Design bram_port_arbiter, sky130hd; sources not shown.
Figure 1. Cell placement.
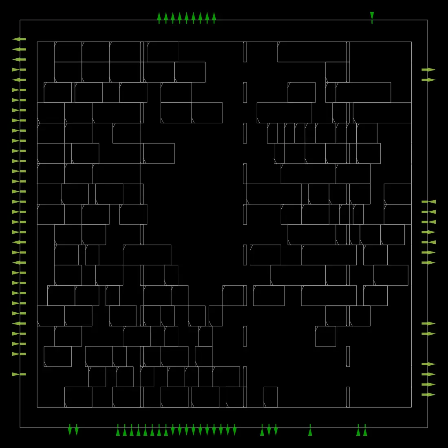
Layout fillers: 239
post-layout instance count excluding filler cells: 154

Figure 2. The metal 3 layer.
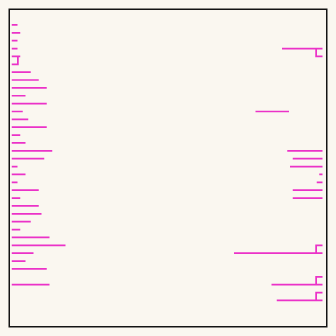
The layer carries 186 um of wire. The wires run mostly horizontal.
DRT Wirelength: 2110 um
met3 usage: 0.0301
vias: 660

Figure 3. Placement density heat map.
The die is cut into 11 by 11 equal tiles; white is low, dark blue is high, 0 to 100% covered.
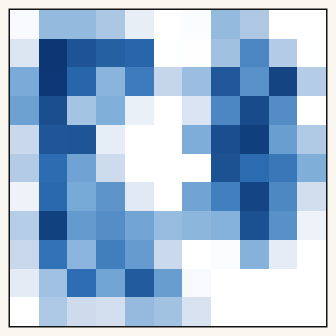
The densest ninth of the die: middle right. 22% of the tiles are nearly empty. The emptiest ninth of the die: lower right. The fullest tile reaches 97%.
fin util: 0.492
FP Core Util: 0.250
core area: 2450 sq um

Figure 4. Pin placement.
Pins as bars across the die edge, other pins in grey.
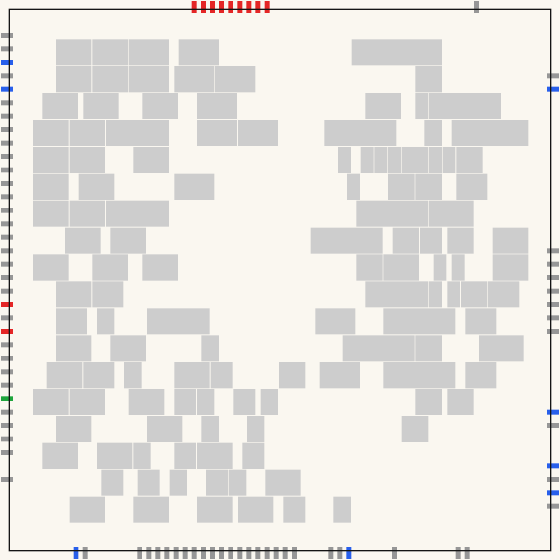
Blue stands for vid_data, pins 8, direction output, edge 4 right, 2 bottom, 2 left. Red stands for ram_addr, pins 11, direction output, edge 9 top, 2 left. Green stands for host_we, pins 1, direction input, edge left.
IO buf count: 59
Die Y: 54.6 um
Die Span X: 54.6 um

Figure 5. Clock wires, drivers and flops.
Scale bar: 20 um.
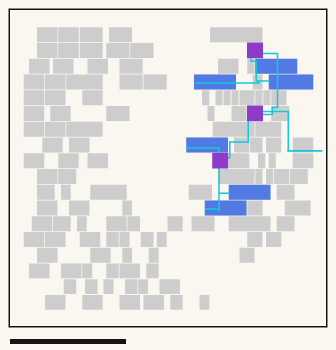
Cyan stands for clock wires, length 97.0 um. Blue stands for flip-flops, count 6. Purple stands for cells driving clock nets, count 3.
There are 4 routed clock nets.
Insertion Delay late pin: 0.24 ns
Clock Power: 0.000116 W
clk_skew: 0.000475 ns
Clock power frac: 0.263

==> reports/metrics.csv <==
stage,metric,value,unit
run_status,status,"finished, violations left",
run_status,violations,negative setup slack,
global_route,grt_usage,0.138,
finish,nNetsFinal,171,
global_route,grt.overflow.total,0,
logic_synthesis,common_cells,"buf_4 (16), a22o_2 (9), and2_1 (9), nor2_1 (7), dfxtp_1 (6)",
power,switching_power,0.000111,W
logic_synthesis,synth_warnings,0,
final_timing,fin_crit_sh,1.01,
logic_synthesis,synth-edff-count,0,
finish,lay_top_cells,"clkdlybuf4s50_1 (33), buf_6 (11), buf_2 (11), and2_1 (9), buf_4 (8)",
logic_synthesis,topCellsByArea,"dfxtp_1 (20%), buf_4 (20%), a22o_2 (15%), and2_1 (9.2%), nor2_1 (4.3%)",
logic_synthesis,synthMuxAreaShare,0.0163,
run,maxCapViolations,0,
final_timing,rsz0062_at_grt,yes,
setup_path,start_kind,flip-flop,
setup_path,cp-end-kind,output port,
logic_synthesis,numSynthFlops,6,
logic_synthesis,synth.cellmix.compoundShare,0.240,
logic_synthesis,ys_seq_frac,0.196,
placement,post-dp-hpwl,1650,um
placement,placed_area,1170,sq um
power,power.group.top,combinational logic,
clock_network,hold_buffers,0,
placement,dp.cells,148,
logic_synthesis,synth_nets,115,
logic_synthesis,synth_top_cell_by_area,dfxtp_1,
routing,vias_per_cell,4.29,
global_route,met1_usage,0.139,
clock_network,postCtsSetupBuffers,2,
finish,largest_register_ffs,4,
final_timing,maxSlewHeadroom,0.805,
clock_network,cts_resized,101,
power,p_per_area,364,nW/um^2
power,swShare,0.254,
routing,wl_per_cell,13.7,um
global_route,grt_pass1_vias,673,
routing,drt-pass1-iter-count,4,
logic_synthesis,ys_types,19,
logic_synthesis,fa_ha_area_frac,0.0407,
finish,antenna_cells,0,
final_timing,fmax,521,MHz
die,rows,18,
final_timing,tightest_slew,0.293,ns
routing,wl_met2,1120,um
placement,place_congestion,0.661,
final_timing,setup_viol,7,
logic_synthesis,simple_gate_share,0.222,
logic_synthesis,yosysMostFrequentCell,buf_4,
finish,syn_to_final_growth,96.5,%
setup_path,worstPathArrival,1.64,ns
die,io_pins,84,
final_timing,setup_ws,-0.0210,ns
clock_network,cts_root_buf,clkbuf_4,
logic_synthesis,synth-cells-yosys,70,
hold_path,hold_class,reg -> reg,
routing,drt_iter0_markers,15,
routing,wl_met1,798,um
finish,fin_area,1210,sq um
setup_path,path_max_fanout,6,
routing,top_layer,met3,
die,dieArea,2980,sq um
clock_network,clk_pin_slew,0.04,ns
clock_network,cts_sinks,6,
setup_path,r2r_cells,6,
power,power.leakage,0.578,nW
setup_path,r2r_slack,0.63,ns
routing,drc,0,
global_route,grt_max_degree,13,
routing,ant_nets,0,
power,ir_drop,276,uV
logic_synthesis,synthCells,70,
global_route,grt_util_met2,0.276,
logic_synthesis,xor_area_frac,0.0143,
logic_synthesis,synth-async-reset-ratio,0,
power,seq_power_share,0.298,
clock_network,numCtsBuffers,3,
global_route,antenna_found_initial,0,
finish,final_common_cell,clkdlybuf4s50_1,
clock_network,cts_htree_levels,1,
final_timing,final-max-slew-violation-count,0,
hold_path,min_path_cells,2,
placement,place_ws,-0.384,ns
logic_synthesis,topCombFamilyByArea,buffers and inverters,
final_timing,fin_hold_ws,0.516,ns
finish,drive_above_1_share,0.403,
power,seq_power,0.000131,W
clock_network,cts_tree,built,
final_timing,fin_crit,1.92,ns
global_route,gr-max-usage-layer,met2,
power,power_frac_comb,0.439,
final_timing,setup_tns,-0.0829,ns
setup_path,cp_data_required_time,1.62,ns
logic_synthesis,yosys_area,614,sq um
power,p_int,0.000328,W
final_timing,hold_viol,0,
power,pg_comb,0.000193,W
routing,wl_met3,186,um
power,power,0.000439,W
run,warnings,29,
global_route,grt_pass1_wl,2940,um
logic_synthesis,synth_area_per_cell,8.78,sq um
setup_path,crit_type,reg -> out,
logic_synthesis,synthFlopType,dfxtp_1,
clock_network,clockBufferDepth,2,
logic_synthesis,top_cell_area_share,0.196,
logic_synthesis,syn_area,614,sq um
[kinds of logic (layout without fill, tap and decap cells)]
kind of cell,after synthesis,after routing
multiplexers,1,1
buffers and inverters,24,77
AND/OR/NAND/NOR,22,22
flip-flops,6,6
AND-OR/OR-AND,14,15
XOR/XNOR,1,1
adder cells (fa/ha/maj),2,2
[critical path, stage by stage (launching register included)]
cell and delay, ns:
dfxtp_2 0.32, inv_2 0.06, ha_4 0.15, nand3b_4 0.10, buf_4 0.17, o211a_4 0.26
a22o_2 0.23, buf_6 0.12
[final cells by class]
type                       instances  area (sq um)  area share
tap                               30          37.5      0.0311
multi-input combinational         41           380       0.315
inverter                           5          18.8      0.0155
timing repair buffer              69           627       0.519
sequential                         6           121       0.101
clock buffer                       3          22.5      0.0187
Power and IR drop assume default switching activity.
